`src/rtl/sync_fifo_flex_pkg.sv`:
```
// Shared types, default thresholds and sizing helpers for sync_fifo_flex.
package sync_fifo_flex_pkg;

  // Read-side presentation mode.
  typedef enum logic {
    RD_REG  = 1'b0,  // popped word appears one cycle after the accepted read
    RD_FWFT = 1'b1   // head word is always presented while not empty
  } rd_mode_e;

  // Default almost-empty threshold (count <= this asserts o_almost_empty).
  localparam int DEF_AE_THRESH = 2;

  // Default almost-full margin: o_almost_full asserts at DEPTH - this.
  localparam int DEF_AF_MARGIN = 2;

  // Width needed to hold an occupancy of 0..depth inclusive.
  function automatic int clog2_cnt(input int depth);
    return $clog2(depth) + 1;
  endfunction

endpackage

```
`src/rtl/sync_fifo_flex_if.sv`:
```
// Bus bundle between a producer/consumer and sync_fifo_flex.
//
// Handshake: a write is taken on a rising edge where i_wren is high and the
// FIFO has room, or is full but also takes a read in that same cycle. A read
// is taken on a rising edge where i_rden is high and the FIFO holds at least
// one word. Requests that are not taken are dropped (never retried) and set
// the sticky o_overflow / o_underflow flags until i_clr_err clears them.
interface sync_fifo_flex_if
  import sync_fifo_flex_pkg::*;
#(
  parameter int DATA_W = 8,
  parameter int DEPTH  = 16
);

  localparam int CNT_W = clog2_cnt(DEPTH);

  logic [DATA_W-1:0] i_data;
  logic              i_wren;
  logic              i_rden;
  logic              i_clr_err;
  logic [DATA_W-1:0] o_data;
  logic              o_valid;
  logic              o_full;
  logic              o_empty;
  logic              o_almost_full;
  logic              o_almost_empty;
  logic [CNT_W-1:0]  o_count;
  logic              o_overflow;
  logic              o_underflow;

  // Producer/consumer side.
  modport master (
    output i_data, i_wren, i_rden, i_clr_err,
    input  o_data, o_valid, o_full, o_empty, o_almost_full, o_almost_empty,
           o_count, o_overflow, o_underflow
  );

  // FIFO side.
  modport slave (
    input  i_data, i_wren, i_rden, i_clr_err,
    output o_data, o_valid, o_full, o_empty, o_almost_full, o_almost_empty,
           o_count, o_overflow, o_underflow
  );

endinterface

```
`src/rtl/sync_fifo_flex_ram.sv`:
```
// Simple dual-port storage: synchronous write, asynchronous read.
// A read of the address being written in the same cycle returns the old word.
module sync_fifo_flex_ram #(
  parameter int DATA_W = 8,
  parameter int DEPTH  = 16,
  parameter int PTR_W  = $clog2(DEPTH)
) (
  input  logic              i_clk,
  input  logic              i_wr_en,
  input  logic [PTR_W-1:0]  i_wr_addr,
  input  logic [DATA_W-1:0] i_wr_data,
  input  logic [PTR_W-1:0]  i_rd_addr,
  output logic [DATA_W-1:0] o_rd_data
);

  logic [DATA_W-1:0] mem_q [DEPTH];

  // Storage is deliberately not reset; the count decides what is valid.
  always_ff @(posedge i_clk) begin
    if (i_wr_en) begin
      mem_q[i_wr_addr] <= i_wr_data;
    end
  end

  assign o_rd_data = mem_q[i_rd_addr];

endmodule

```
`src/rtl/sync_fifo_flex.sv`:
```
// Single-clock FIFO with fill count, programmable almost flags, sticky
// error flags, write-on-full with concurrent read, and a selectable
// registered or first-word-fall-through read side.
module sync_fifo_flex
  import sync_fifo_flex_pkg::*;
#(
  parameter int DATA_W    = 8,
  parameter int DEPTH     = 16,
  parameter int AF_THRESH = DEPTH - DEF_AF_MARGIN,
  parameter int AE_THRESH = DEF_AE_THRESH,
  parameter int FWFT      = 0
) (
  input  logic              i_clk,
  input  logic              i_rst_n,
  sync_fifo_flex_if.slave   bus
);

  localparam int PTR_W = $clog2(DEPTH);
  localparam int CNT_W = clog2_cnt(DEPTH);

  localparam rd_mode_e         RD_MODE  = (FWFT != 0) ? RD_FWFT : RD_REG;
  localparam logic [CNT_W-1:0] FULL_CNT = CNT_W'(DEPTH);
  localparam logic [CNT_W-1:0] AF_CNT   = CNT_W'(AF_THRESH);
  localparam logic [CNT_W-1:0] AE_CNT   = CNT_W'(AE_THRESH);

  logic [PTR_W-1:0]  wptr_q, wptr_d;
  logic [PTR_W-1:0]  rptr_q, rptr_d;
  logic [CNT_W-1:0]  count_q, count_d;
  logic              full_q, full_d;
  logic              empty_q, empty_d;
  logic              af_q, af_d;
  logic              ae_q, ae_d;
  logic              ovf_q, ovf_d;
  logic              unf_q, unf_d;
  logic              rd_ok;
  logic              wr_ok;
  logic [DATA_W-1:0] ram_rd_data;

  // Accept decisions use the pre-edge count; a full FIFO still takes a write
  // when a read frees a slot in the same cycle.
  always_comb begin
    rd_ok = bus.i_rden && (count_q != '0);
    wr_ok = bus.i_wren && ((count_q != FULL_CNT) || rd_ok);
  end

  // Next pointers, count, flags and sticky errors.
  always_comb begin
    wptr_d = wptr_q;
    rptr_d = rptr_q;
    if (wr_ok) begin
      wptr_d = wptr_q + 1'b1;
    end
    if (rd_ok) begin
      rptr_d = rptr_q + 1'b1;
    end

    unique case ({wr_ok, rd_ok})
      2'b10:   count_d = count_q + 1'b1;
      2'b01:   count_d = count_q - 1'b1;
      default: count_d = count_q;
    endcase

    full_d  = (count_d == FULL_CNT);
    empty_d = (count_d == '0);
    af_d    = (count_d >= AF_CNT);
    ae_d    = (count_d <= AE_CNT);

    // A fresh error wins over a clear arriving in the same cycle.
    if (bus.i_wren && !wr_ok) begin
      ovf_d = 1'b1;
    end else if (bus.i_clr_err) begin
      ovf_d = 1'b0;
    end else begin
      ovf_d = ovf_q;
    end

    if (bus.i_rden && !rd_ok) begin
      unf_d = 1'b1;
    end else if (bus.i_clr_err) begin
      unf_d = 1'b0;
    end else begin
      unf_d = unf_q;
    end
  end

  // Control state register; reset drops all stored words at once.
  always_ff @(posedge i_clk or negedge i_rst_n) begin
    if (!i_rst_n) begin
      wptr_q  <= '0;
      rptr_q  <= '0;
      count_q <= '0;
      full_q  <= 1'b0;
      empty_q <= 1'b1;
      af_q    <= 1'b0;
      ae_q    <= 1'b1;
      ovf_q   <= 1'b0;
      unf_q   <= 1'b0;
    end else begin
      wptr_q  <= wptr_d;
      rptr_q  <= rptr_d;
      count_q <= count_d;
      full_q  <= full_d;
      empty_q <= empty_d;
      af_q    <= af_d;
      ae_q    <= ae_d;
      ovf_q   <= ovf_d;
      unf_q   <= unf_d;
    end
  end

  sync_fifo_flex_ram #(
    .DATA_W (DATA_W),
    .DEPTH  (DEPTH),
    .PTR_W  (PTR_W)
  ) u_ram (
    .i_clk     (i_clk),
    .i_wr_en   (wr_ok),
    .i_wr_addr (wptr_q),
    .i_wr_data (bus.i_data),
    .i_rd_addr (rptr_q),
    .o_rd_data (ram_rd_data)
  );

  assign bus.o_count        = count_q;
  assign bus.o_full         = full_q;
  assign bus.o_empty        = empty_q;
  assign bus.o_almost_full  = af_q;
  assign bus.o_almost_empty = ae_q;
  assign bus.o_overflow     = ovf_q;
  assign bus.o_underflow    = unf_q;

  if (RD_MODE == RD_REG) begin : g_rd_reg
    logic [DATA_W-1:0] data_q;
    logic              valid_q;

    // Capture the head word on each accepted read; valid pulses for one cycle.
    always_ff @(posedge i_clk or negedge i_rst_n) begin
      if (!i_rst_n) begin
        data_q  <= '0;
        valid_q <= 1'b0;
      end else begin
        valid_q <= rd_ok;
        if (rd_ok) begin
          data_q <= ram_rd_data;
        end
      end
    end

    assign bus.o_data  = data_q;
    assign bus.o_valid = valid_q;
  end else begin : g_rd_fwft
    // Head word is shown directly; zero while empty so reset reads as 0.
    assign bus.o_data  = empty_q ? '0 : ram_rd_data;
    assign bus.o_valid = !empty_q;
  end

endmodule

```
`src/flat_wrapper.sv`:
```
// flat-port wrapper written by rule: the top's interface ports become plain ports
module sync_fifo_flex_flat import sync_fifo_flex_pkg::*;
#(
  parameter int DATA_W    = 8,
  parameter int DEPTH     = 16,
  parameter int AF_THRESH = DEPTH - DEF_AF_MARGIN,
  parameter int AE_THRESH = DEF_AE_THRESH,
  parameter int FWFT      = 0
)
  (i_clk, i_rst_n, bus_i_data, bus_i_wren, bus_i_rden, bus_i_clr_err, bus_o_data, bus_o_valid, bus_o_full, bus_o_empty, bus_o_almost_full, bus_o_almost_empty, bus_o_count, bus_o_overflow, bus_o_underflow);
  sync_fifo_flex_if #(.DATA_W(DATA_W), .DEPTH(DEPTH)) bus_i ();
  input  logic i_clk;
  input  logic i_rst_n;
  input wire logic [$bits(bus_i.i_data)-1:0] bus_i_data;
  input wire logic [$bits(bus_i.i_wren)-1:0] bus_i_wren;
  input wire logic [$bits(bus_i.i_rden)-1:0] bus_i_rden;
  input wire logic [$bits(bus_i.i_clr_err)-1:0] bus_i_clr_err;
  output wire logic [$bits(bus_i.o_data)-1:0] bus_o_data;
  output wire logic [$bits(bus_i.o_valid)-1:0] bus_o_valid;
  output wire logic [$bits(bus_i.o_full)-1:0] bus_o_full;
  output wire logic [$bits(bus_i.o_empty)-1:0] bus_o_empty;
  output wire logic [$bits(bus_i.o_almost_full)-1:0] bus_o_almost_full;
  output wire logic [$bits(bus_i.o_almost_empty)-1:0] bus_o_almost_empty;
  output wire logic [$bits(bus_i.o_count)-1:0] bus_o_count;
  output wire logic [$bits(bus_i.o_overflow)-1:0] bus_o_overflow;
  output wire logic [$bits(bus_i.o_underflow)-1:0] bus_o_underflow;
  assign bus_i.i_data = bus_i_data;
  assign bus_i.i_wren = bus_i_wren;
  assign bus_i.i_rden = bus_i_rden;
  assign bus_i.i_clr_err = bus_i_clr_err;
  assign bus_o_data = bus_i.o_data;
  assign bus_o_valid = bus_i.o_valid;
  assign bus_o_full = bus_i.o_full;
  assign bus_o_empty = bus_i.o_empty;
  assign bus_o_almost_full = bus_i.o_almost_full;
  assign bus_o_almost_empty = bus_i.o_almost_empty;
  assign bus_o_count = bus_i.o_count;
  assign bus_o_overflow = bus_i.o_overflow;
  assign bus_o_underflow = bus_i.o_underflow;
  sync_fifo_flex #(.DATA_W(DATA_W), .DEPTH(DEPTH), .AF_THRESH(AF_THRESH), .AE_THRESH(AE_THRESH), .FWFT(FWFT)) u_core (.i_clk(i_clk), .i_rst_n(i_rst_n), .bus(bus_i));
endmodule
```
`config.mk`:
```
export PLATFORM = sky130hd
export DESIGN_NAME = sync_fifo_flex_flat
export DESIGN_NICKNAME = d
export VERILOG_FILES = /design/src/rtl/sync_fifo_flex_pkg.sv /design/src/rtl/sync_fifo_flex_if.sv /design/src/rtl/sync_fifo_flex_ram.sv /design/src/rtl/sync_fifo_flex.sv /design/src/flat_wrapper.sv
export SDC_FILE = /design/constraint.sdc
export NUM_CORES = 1
export LEC_CHECK = 0
export CORE_MARGIN = 2
export CORE_UTILIZATION = 50
export CTS_BUF_LIST = sky130_fd_sc_hd__clkbuf_4
export DETAILED_ROUTE_END_ITERATION = 6
export PLACE_DENSITY = 0.71
export SYNTH_ARGS = -nofsm -noshare
export SYNTH_HDL_FRONTEND = slang
export SYNTH_SLANG_ARGS = --single-unit
```
`constraint.sdc`:
```
create_clock -name i_clk -period 5.2 [get_ports i_clk]
set_input_delay 0.52 -clock i_clk [delete_from_list [all_inputs] [get_ports i_clk]]
set_output_delay 0.52 -clock i_clk [all_outputs]
set_load 0.1 [all_outputs]
```
**Clock wires, drivers and flops**

Drawn at 4 px/um.
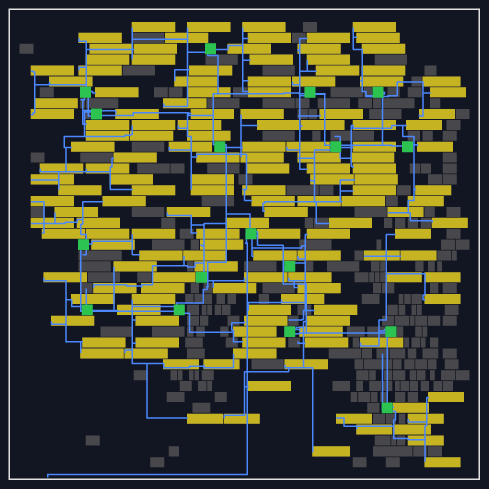
clock wires: in blue, length 1,680 um. cells driving clock nets: in green, count 17. flip-flops: in yellow, count 156.
There are 18 routed clock nets.

**Signal wires by layer**

Drawn at 3 px/um. Only two layers are drawn.
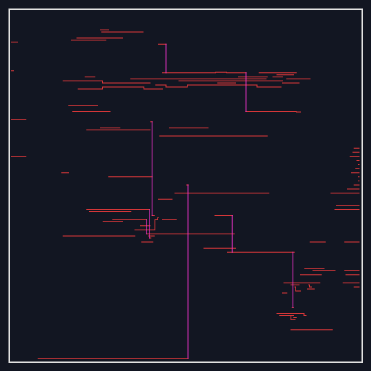
met4: in magenta, wire length 156 um. met3: in red, wire length 857 um.
vias post-DR: 3,353
WL per Instance: 20.88 um
total track usage: 19.06%
Total Wirelength: 11,900 um

**Cell classes on the final placement**

Drawn at 2 px/um. Fill, decap, tap and diode cells in grey.
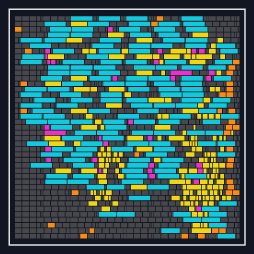
other buffers and delay cells: in orange, cells 35, share of their area 4.9%. clock drivers and dummy loads: in magenta, cells 31, share of their area 4.0%. flip-flops: in cyan, cells 156, share of their area 66%. all other logic: in yellow, cells 175, share of their area 25%.

**Power grid**

Drawn at 3 px/um. Pins as bars on the die edge.
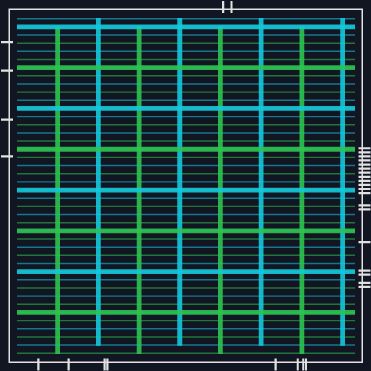
VDD: in cyan. VSS: in green.
42 met1 rails follow the rows. 8 straps on met5. The core has 41 rows.

**Placement view**

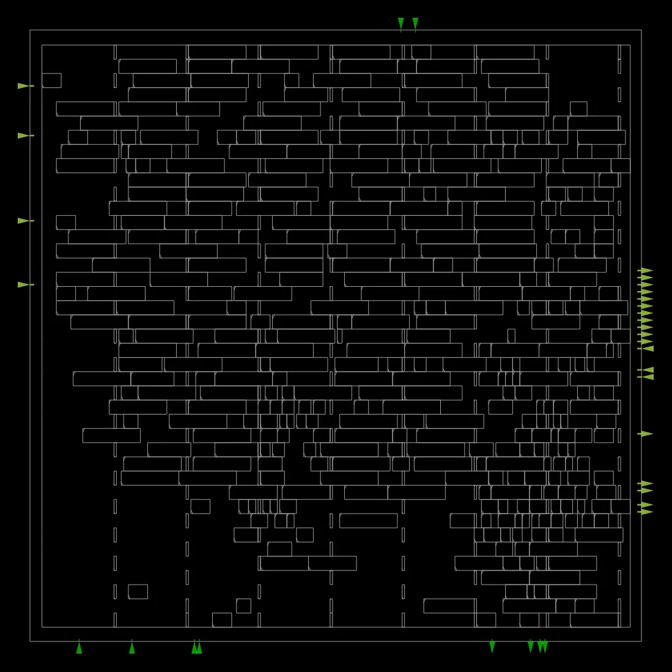
final cell count without fillers: 570
FP Rows: 41
Fillers: 934

==> sequential cells by signal, indices dropped and copies added, names as in the netlist <==
register                   flops
u_core.bus.o_almost_empty      1
u_core.bus.o_overflow          1
u_core.bus.o_valid             1
u_core.bus.o_almost_full       1
u_core.bus.o_underflow         1
u_core.bus.o_empty             1
u_core.rptr_q                  4
u_core.bus.o_full              1
u_core.wptr_q                  4
u_core.bus.o_count             5
u_core.u_ram.mem_q           128
u_core.bus.o_data              8
==> metal layers <==
layer	vias to the layer above	part of all wire, %	global-route usage, %
met5	-	0	0
met4	0	1.3	6.980
met3	17	7.2	5.870
met2	150	50	29.48
met1	1707	41	25.86
li1	1479	-	-
==> worst max-delay path, cell delays in order, from the launching register on <==
cell and delay [ns]:
dfrtp_1 0.50, or4_1 0.71, nor2_1 0.19, nor2_1 0.13, fa_1 0.50, nand2b_1 0.17
o221a_2 0.26, o22a_1 0.21, a2111o_1 0.40, nor2b_1 0.11
==> cell type report <==
cell class	count	share of cell area, %
antenna	1	0.03501
clock buffer	17	1.785
clock inverter	14	2.048
inverter	7	0.3676
multi-input combinational	168	24.33
sequential	156	63.63
tap	172	3.011
timing repair buffer	35	4.796
==> path summary, 6_finish.rpt <==
| kind | from | to | slack, ns | depth (start not counted) |
|---|---|---|---|---|
| max | u_core.bus.o_count[1] | u_core.bus.o_full | 1.97 | 9 |
| min | i_rst_n | u_core.wptr_q[3] | 0.32 | 2 |
| max reg2reg | u_core.bus.o_count[1] | u_core.bus.o_full | 1.97 | 9 |
| min reg2reg | u_core.bus.o_data[0] | u_core.bus.o_data[0] | 0.49 | 1 |
| max in group asynchronous | i_rst_n | u_core.bus.o_empty | 4.56 | 2 |
| min in group i_clk | u_core.bus.o_data[0] | u_core.bus.o_data[0] | 0.49 | 1 |
==> impl_metrics.toml <==
# synthesis and place-and-route metrics
[sta]
min_period_ns = 3.231
fin_hold_ws_ns = 0.3160
hold_violations = 0
max_freq_ghz = 0.3095
clock_skew_ns = 0.01849
fin_crit_sh_pct = 62.14
rsz0062_at_grt = "false"
slew_headroom_pct = 30.50
finalSetupViolCount = 0
tightest_slew_ns = 1.042
layout_setup_ws_ns = 1.969
slew_violations = 0
setup-tns-final_ns = 0

[pwr]
pwr-share-comb_pct = 39.1
powerDensity_nw_per_um2 = 571.6
ir_worst_vdd_v = 0.0001874
maxPowerGroup = "registers"
power.switching_w = 0.001636
leakagePower_nw = 2.492
seqPwrFrac_pct = 43.5
pg_comb_w = 0.00160
pg_clk_w = 0.000713
pg_seq_w = 0.00178
switching_share_pct = 40.04

[floorplanning]
fp-utilization_pct = 50.92
die_y_um = 117.1
core_sq_um = 12570
dieWidth_um = 117.1

[synthesis]
ys_ff = 156
yosysUniqueCellTypes = 49
xor_share_pct = 1.095
synth.avg_cell_area_sq_um = 18.23
yosysCellCount = 351
yosysTopAreaCell = "edfxtp_1"
ys_seq_share_pct = 71.05
netlist_area_sq_um = 6400
synth-edff-count = 128
top_logic_kind = "multiplexers"
topCellsByArea = "edfxtp_1 60%, mux4_2 11%, dfrtp_1 10%, mux2i_1 2.5%, ha_1 1.6%"
synthArstFlopShare_pct = 17.95
ys_sh_simple_pct = 5.279
ys_sh_adder_pct = 1.877
flop_cell = "edfxtp_1"
mux_share_pct = 13.76
syn_inst = 351
compound_area_share_pct = 5.161
yosysMostFrequentCell = "edfxtp_1"
floorplan.nets = 373

[final_layout]
lay_top_cells = "128 x edfxtp_1, 32 x mux4_2, 32 x clkdlybuf4s50_1"
mostFrequentLayoutCell = "edfxtp_1"
fin_area_sq_um = 7148
logic_area_sq_um = 1739
nNetsFinal = 407
regArea_sq_um = 4548
final_util_pct = 56.87
syn2layout_area_growth_pct = 11.69
drive_gt1_share_pct = 18.64

[place]
io_buffers = 32
dp_hpwl_um = 7690
place_inst = 538
place_ws_ns = 1.596

[setup_path]
required_ns = 5.69
crit_fanout = 7
worstSetupEndpointType = "flip-flop"
critical_path_class = "flip-flop to flip-flop"
crit_arrival_ns = 3.72

[global_route]
antenna_found_initial = 1
grt_max_degree = 35
overflow = 0
grt_pass1_wl_um = 18420
grt_pass1_vias = 3252

[clock_tree]
insertion_delay_ns = 0.56
post_cts_buffers = 0
clk_pin_slew_worst_paths_ns = 0.14
clockBufferDepth = 2
clockRootBuffer = "clkbuf_4"
cts-buffers-inserted = 17
cts_max_level = 4
cts_tree = "yes"
cts.sinks = 156
ctsHoldBuffers = 0

[routing]
firstDrtPassIters = 6
drt_iter0_markers = 399
avgViaCountPerCell = 5.882
drc_errors = 0
drtAntennaViolNets = 0

[worst_hold_path]
hold_path_class = "primary input to async pin"

[flow_run]
maxCapViolCount = 0
warnings = 29

[status]
status = "finished, final reports clean"
No activity file was given, so power comes from the tool's default toggle rates.
